### src/rtl/gol_pkg.sv
// Shared definitions for the cell-array readout path.
//   state_e   : readout FSM encoding (ST_IDLE / ST_SEND)
//   row_w()   : width of a row index for a given row count (never below 1)
//   frame_bit(): flat bit position of (row, col); bit r*WIDTH+c is row r, column c,
//                the same ordering the array top level uses to pack its status bits.
package gol_pkg;

    typedef enum logic {
        ST_IDLE = 1'b0,
        ST_SEND = 1'b1
    } state_e;

    function automatic int row_w(input int height);
        return (height <= 1) ? 1 : $clog2(height);
    endfunction

    function automatic int frame_bit(input int row, input int col, input int width);
        return row * width + col;
    endfunction

endpackage

### src/rtl/grid_row_sel.sv
// Combinational row mux: picks one WIDTH-bit row out of a flattened frame.
//   snap_i : WIDTH*HEIGHT frame, bit r*WIDTH+c = row r, column c
//   row_i  : row index
//   row_o  : selected row, bit c = column c (zero for an index beyond HEIGHT-1)
module grid_row_sel
    import gol_pkg::*;
#(
    parameter int WIDTH  = 8,
    parameter int HEIGHT = 8,
    parameter int ROW_W  = 3
) (
    input  logic [WIDTH*HEIGHT-1:0] snap_i,
    input  logic [ROW_W-1:0]        row_i,
    output logic [WIDTH-1:0]        row_o
);

    always_comb begin
        row_o = '0;
        for (int r = 0; r < HEIGHT; r++) begin
            if (row_i == ROW_W'(r)) begin
                row_o = snap_i[frame_bit(r, 0, WIDTH) +: WIDTH];
            end
        end
    end

endmodule

### src/rtl/grid_readout.sv
// Snapshots the cell array status once per generation and streams it out one
// row per beat over valid/ready, so the array can keep evolving while the
// previous generation drains.
//   clk, _rst   : clock (rising edge), asynchronous active-low reset
//   grid_status : cell status, bit r*WIDTH+c = row r, column c
//   gen_tick    : fresh generation present on grid_status this cycle
//   out_ready   : consumer accepts current beat
//   ovr_clr     : clears the sticky overrun flag
//   out_valid, out_data, out_row, out_last : row stream
//   gen_count   : frames captured since reset (wraps)
//   busy        : frame in flight
//   overrun     : sticky, a gen_tick was dropped
//
// state   | meaning
// --------+----------------------------------------------------------
// ST_IDLE | no frame held; waiting for gen_tick to capture one
// ST_SEND | snapshot held; presenting row row_q until the last beat goes
module grid_readout
    import gol_pkg::*;
#(
    parameter int  WIDTH  = 8,
    parameter int  HEIGHT = 8,
    parameter int  GEN_W  = 16,
    localparam int ROW_W  = row_w(HEIGHT)
) (
    input  logic                    clk,
    input  logic                    _rst,
    input  logic [WIDTH*HEIGHT-1:0] grid_status,
    input  logic                    gen_tick,
    input  logic                    out_ready,
    input  logic                    ovr_clr,
    output logic                    out_valid,
    output logic [WIDTH-1:0]        out_data,
    output logic [ROW_W-1:0]        out_row,
    output logic                    out_last,
    output logic [GEN_W-1:0]        gen_count,
    output logic                    busy,
    output logic                    overrun
);

    state_e                  state_q, state_d;
    logic [ROW_W-1:0]        row_q, row_d;
    logic [WIDTH*HEIGHT-1:0] snap_q, snap_d;
    logic [GEN_W-1:0]        gen_q, gen_d;
    logic                    ovr_q, ovr_d;

    logic last_row, xfer, fin_xfer, capture, drop;

    assign last_row = (row_q == ROW_W'(HEIGHT - 1));
    assign xfer     = (state_q == ST_SEND) && out_ready;
    assign fin_xfer = xfer && last_row;
    // A tick is taken when nothing is held, or when the held frame's final
    // beat leaves on the same edge (back-to-back, no bubble); otherwise dropped.
    assign capture  = gen_tick && ((state_q == ST_IDLE) || fin_xfer);
    assign drop     = gen_tick && (state_q == ST_SEND) && !fin_xfer;

    always_comb begin
        state_d = state_q;
        row_d   = row_q;
        snap_d  = snap_q;
        gen_d   = gen_q;
        if (capture) begin
            snap_d  = grid_status;
            row_d   = '0;
            gen_d   = gen_q + GEN_W'(1);
            state_d = ST_SEND;
        end else if (fin_xfer) begin
            row_d   = '0;
            state_d = ST_IDLE;
        end else if (xfer) begin
            row_d   = row_q + ROW_W'(1);
        end
        // set beats clear when both land on the same cycle
        ovr_d = drop ? 1'b1 : (ovr_clr ? 1'b0 : ovr_q);
    end

    always_ff @(posedge clk or negedge _rst) begin
        if (!_rst) begin
            state_q <= ST_IDLE;
            row_q   <= '0;
            snap_q  <= '0;
            gen_q   <= '0;
            ovr_q   <= 1'b0;
        end else begin
            state_q <= state_d;
            row_q   <= row_d;
            snap_q  <= snap_d;
            gen_q   <= gen_d;
            ovr_q   <= ovr_d;
        end
    end

    grid_row_sel #(
        .WIDTH  (WIDTH),
        .HEIGHT (HEIGHT),
        .ROW_W  (ROW_W)
    ) u_row_sel (
        .snap_i (snap_q),
        .row_i  (row_q),
        .row_o  (out_data)
    );

    assign out_valid = (state_q == ST_SEND);
    assign busy      = (state_q == ST_SEND);
    assign out_row   = row_q;
    assign out_last  = (state_q == ST_SEND) && last_row;
    assign gen_count = gen_q;
    assign overrun   = ovr_q;

endmodule

### config.mk
export PLATFORM = sky130hd
export DESIGN_NAME = grid_readout
export DESIGN_NICKNAME = d
export VERILOG_FILES = /design/src/rtl/gol_pkg.sv /design/src/rtl/grid_row_sel.sv /design/src/rtl/grid_readout.sv
export SDC_FILE = /design/constraint.sdc
export NUM_CORES = 1
export LEC_CHECK = 0
export CAP_MARGIN = 25
export CORE_ASPECT_RATIO = 1.4
export CORE_MARGIN = 1
export CORE_UTILIZATION = 43
export DETAILED_ROUTE_END_ITERATION = 6
export PLACE_DENSITY = 0.81
export SYNTH_ARGS = -nofsm -noshare
export SYNTH_HDL_FRONTEND = slang
export SYNTH_SLANG_ARGS = --single-unit
### constraint.sdc
create_clock -name clk -period 3.3 [get_ports clk]
set_clock_uncertainty 0.15 [all_clocks]
set_input_delay 0.66 -clock clk [delete_from_list [all_inputs] [get_ports clk]]
set_output_delay 0.66 -clock clk [all_outputs]
set_load 0.01 [all_outputs]
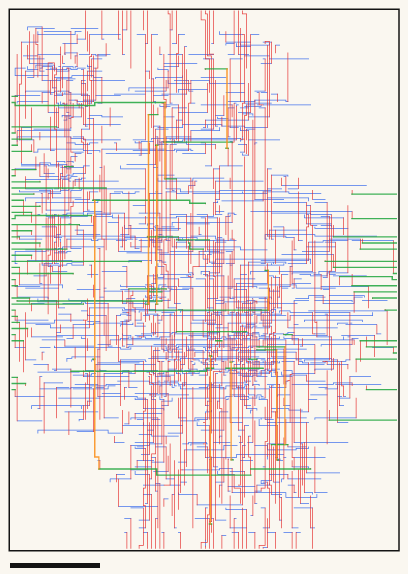
*Signal wires by layer*
Scale bar: 20 um.
Green shows metal 3, wire length 685 um. Blue shows metal 1, wire length 4050 um. Orange shows metal 4, wire length 287 um. Red shows metal 2, wire length 4900 um.
number of vias after detailed routing: 3120
WL per Instance: 16.4 um
final wirelength: 9930 um

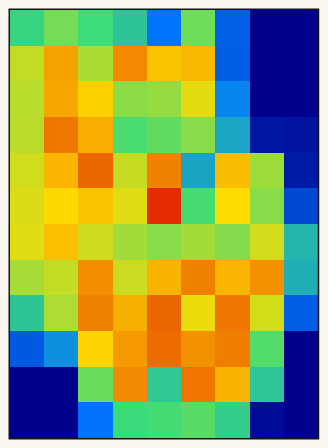
*Cell area per tile*
The die is cut into 9 by 12 equal tiles; dark blue is low, red is high, 0 to 100% covered.
The fullest tile reaches 95%. 31% of the tiles are over 75% full. 12% of the tiles are nearly empty. The mean over all tiles is 54%. The emptiest ninth of the die: top right.
floorplan core density: 0.449
core box area: 0.00956 mm2
Layout Utilization: 0.601

-- final timing paths --
path,start,end,slack [ns],depth (start not counted)
worst min-delay path,_rst,gen_count[15],0.12,1
min in group clk,gen_count[15],gen_count[15],0.33,1
worst max register to register,out_row[0],snap_q[52],0.63,7
max in group asynchronous,_rst,snap_q[12],2.28,2
worst min register to register,gen_count[15],gen_count[15],0.33,1
worst max-delay path,out_row[0],out_data[6],0.05,7
-- flip-flops by register name (all words and copies together), names as in the netlist --
signal and flops:
busy 1, gen_count 16, out_row 3, overrun 1
snap_q 64
-- placed cells by master (no fill, tap or decap), types with 8 or more instances in the layout --
cell / n
sky130_fd_sc_hd__mux2_4: 30
sky130_fd_sc_hd__clkdlybuf4s50_1: 91
sky130_fd_sc_hd__nand3_1: 8
sky130_fd_sc_hd__mux2_2: 35
sky130_fd_sc_hd__o21ai_0: 9
sky130_fd_sc_hd__nand2_1: 28
sky130_fd_sc_hd__buf_4: 15
sky130_fd_sc_hd__a21oi_1: 33
sky130_fd_sc_hd__nor2_1: 20
sky130_fd_sc_hd__inv_1: 21
sky130_fd_sc_hd__xnor2_1: 12
sky130_fd_sc_hd__clkbuf_16: 9
sky130_fd_sc_hd__dfrtp_1: 84
-- power groups by stage --
| stage | Clock (mW) | Sequential, mW | Combinational [mW] |
|---|---|---|---|
| 3_5_place_dp | 0 | 1.77 | 2.02 |
| 4_1_cts | 0.997 | 1.76 | 1.99 |
| 3_3_place_gp | 0 | 1.75 | 1.97 |
| 6_report | 0.969 | 1.77 | 2.03 |
| 2_1_floorplan | 0 | 1.69 | 1.30 |
| 5_1_grt | 1.03 | 1.81 | 2.20 |
-- repair_timing --
action / CTS / global route
gates resized: 14 / 11
cloned: 0 / 0
pin swaps: 1 / 0
setup endpoints to repair: 8 / 5
==> summary.txt <==
State of the implementation.

- met2 is the most crowded layer.
- Per the synthesis report, the XOR/XNOR share of the synthesized area is 0.0306.
- The clock-cell share of area is 0.0508, for reference.
- Prior to clock tree synthesis, the placed netlist has a worst setup slack of 0.0382 ns.
- The placement stage leaves a total instance area of 0.00540 mm2.
- The worst-case headroom to the max-slew limit is 0.696, for reference.
- The OpenROAD report gives the critical path a required time of 2.49 ns.
- Per the layout area report, the combinational fraction of cell area is 0.335.
- For this design, Yosys synthesis ends with a cell count of 365.
- The mux cell area share after synthesis is 0.199, for reference.
- The average via count per standard cell is 5.14, for reference.
- The synthesized netlist occupies a cell area of 0.00429 mm2.
- The global routing report lists combined usage of all routing layers as 0.205.
- According to the floorplan report, the die height is 120 um.
- IR analysis of the VDD net gives a maximum drop of 0.517 mV.
- Counting stages on the worst path, the most repeated cell is sky130_fd_sc_hd__o21ai_1.
- Per the timing report, the biggest fanout along the worst path comes to 24.
- Setup repair after global routing could not meet its margin everywhere.
- The first-pass iteration count of the detailed router is 4, for reference.
- TritonCTS created 9 clock buffers.
- The layout summary lists the proportion of cells stronger than drive strength 1 as 0.238.
- The final instance area is 0.00574 mm2, for reference.
- The number of antenna violations at the first check in global routing is 0, for reference.
- The filler cells instantiated in the layout total 788.
- The data-path buffer share of cell area in the final layout is 0.200, for reference.
- The share of total power dissipated in the clock network is 0.204.
- The tapcell count is 132, for reference.
- The final layout contains a sequential cell count of 85.
- The worst setup path is of the reg -> out kind.
- Looking at the max-slew report, the worst-margin pin has a slew of 0.455 ns.
- The clock net sink count is 85, for reference.
- The dominant kind of combinational cell is multiplexers, for reference.
- The power density of the placed cells is 829 mW/mm2, for reference.
- The largest buffer count on any clock path is 2, for reference.
- The flow measured a signed area growth from synthesis to layout of 33.8%.
- The layout report lists the multi-input gate area as 0.00193 mm2.
- The finished design was reported to have a net count of 546.
- The H-tree depth is 3, for reference.
- In this run, synthesis inferred 0 flip-flops with an integrated enable.
- The number of design-rule violations left by the first detailed-router iteration is 157, for reference.
- For this run, the number of Yosys warnings is 0.
- The number of global-route vias before repair is 3344, for reference.
- The kind of cell with the highest combined delay on the critical path is buffers and inverters, for reference.
- The power report attributes to the sequential group a share of 0.371.
- Buffers inserted to repair hold after CTS numbered 0.
- Averaged over all synthesized cells, the footprint is 11.8 um2.
- The placer's final routability congestion estimate is 0.879, for reference.
- The non-clock inverter count in the final layout is 23, for reference.
- The die width is 86.4 um, for reference.
- For this design the total switching power over the nets is 1.57 mW.
- The synthesized instance count is 365, for reference.
- Yosys attributes the largest share of cell area to sky130_fd_sc_hd__dfrtp_1, sky130_fd_sc_hd__mux2_4, sky130_fd_sc_hd__mux2_2.
- The count of pins over their slew limit is 0, for reference.
- Leaving out filler cells and counting taps, the final layout contains 607.
- The count of final hold-check violations is 0, for reference.
- The number of antenna repair diodes is 0, for reference.
- Across all stage logs, warnings added up to 31.
- The portion of synthesized cell area occupied by the leading cell type is 0.496, for reference.
- Cell internal power was estimated by the tool at 3.19 mW.
- The run finished with clean final reports.
- The main flop type after synthesis is sky130_fd_sc_hd__dfrtp_1, for reference.
- The clock tree root buffer cell is sky130_fd_sc_hd__clkbuf_16, for reference.
- The sequential-to-total area share from yosys stat is 0.496, for reference.
- The flop share of the area is 0.371, for reference.
- The first-pass GRT wire length is 16100 um, for reference.
- The most critical min-delay path falls under in -> async.
- The kind of start point of the critical path is a flop, for reference.
- The leakage dissipation is 2.61 nW, for reference.
- The floorplan step defined a die boundary enclosing 0.0104 mm2.
- Among all stages on the critical path, the largest delay is contributed by sky130_fd_sc_hd__clkdlybuf4s50_1.
- The post-detailed-route DRC marker count is 0, for reference.
- The kind of end point of the critical path is an output port, for reference.
- The synthesis stats list as the most numerous cell sky130_fd_sc_hd__dfrtp_1.
- The commonest cells after synthesis are sky130_fd_sc_hd__dfrtp_1, sky130_fd_sc_hd__mux2_2, sky130_fd_sc_hd__a21oi_1.
- The distinct cell type count after synthesis is 36, for reference.
- Note, the detailed placer reported a final HPWL of 7220 um.
- The number of placed instances, taps included is 590, for reference.
- The biggest area contributor in the post-synthesis netlist is sky130_fd_sc_hd__dfrtp_1.
- From the final report, the count of setup violators was given as 0.
- The final worst-path setup slack is 0.0464 ns, for reference.
- The share of total power in combinational logic is 0.425, for reference.
- The signal on the critical path passes through inv_1 > ha_2 > buf_12 > o21ai_1 > o311ai_0 > o21ai_1 > clkdlybuf4s50_1.
- By area, the class that comes first in the final layout consists of sequential cells.
- The global-route track usage on met2 is 0.339, for reference.
- The count of buffers from port buffering is 99, for reference.
- TritonCTS built the clock tree.
- The met3 wire length is 685 um, for reference.
- The detailed-routed wire length on met2 is 4900 um, for reference.
- The number of logic gates is 235, for reference.
- The tally of max-capacitance violations is 0, for reference.
- The most critical hold endpoint after final layout shows a slack of 0.115 ns.
- The area of all sequential standard cells is 0.00213 mm2, for reference.
- The maximum number of pins on one net before global-route repair is 86, for reference.
- For the worst setup path, the data arrival time is 2.44 ns.
- The portion of the clock cycle consumed by the worst path in the final layout is 0.986, for reference.
- The post-CTS setup buffer count is 0, for reference.
- The clock period minus worst slack is 3.25 ns, for reference.
- The total overflow left after global routing is 0.
- met1 track demand over resource after global routing is 0.246.
- Per the layout report, the design carries 16 clock buffers.
- Switching power as a fraction of the total was reported as 0.330.
- The remaining antenna violation count after routing is 0, for reference.
- The number of nets handed over by synthesis was 441.
- The floorplan row count is 42, for reference.
- The latest clock arrival within the worst-skew pair is 0.33 ns, for reference.
- Overall power consumption after layout is estimated at 4.76 mW.
- Derived from the worst setup path, the maximum achievable clock frequency is 0.307 GHz.
- Counting plain and timing-repair buffers in the layout gives 116.
- The largest stage delay on the critical path is 0.58 ns, for reference.
- The script reports the combined buffer and inverter count of the critical path as 3.
- The cell-mix breakdown from Yosys lists the simple-gate area share as 0.0924.
- The post-route met1 wirelength is 4050 um, for reference.
- The post-synth register bit count is 85.
- The clock input transition at the sequential cells of the worst setup and hold paths is 0.06 ns, for reference.
- The area share of and-or/or-and cells after synthesis is 0.0980, for reference.
- The synthesized-area fraction occupied by adder cells is 0.0204, for reference.
- The floorplan report gives the top-level pin count as 100.
- The fraction of registers with async set or reset after synthesis is 1.00, for reference.
- The sum of negative setup slack is 0 ns, for reference.
- The global-route met3 utilization is 0.0594, for reference.
- The top routing layer in use is met4, for reference.
- The synthesized netlist has a Yosys-reported chip area of 0.00429 mm2.
Power and IR drop assume default switching activity.
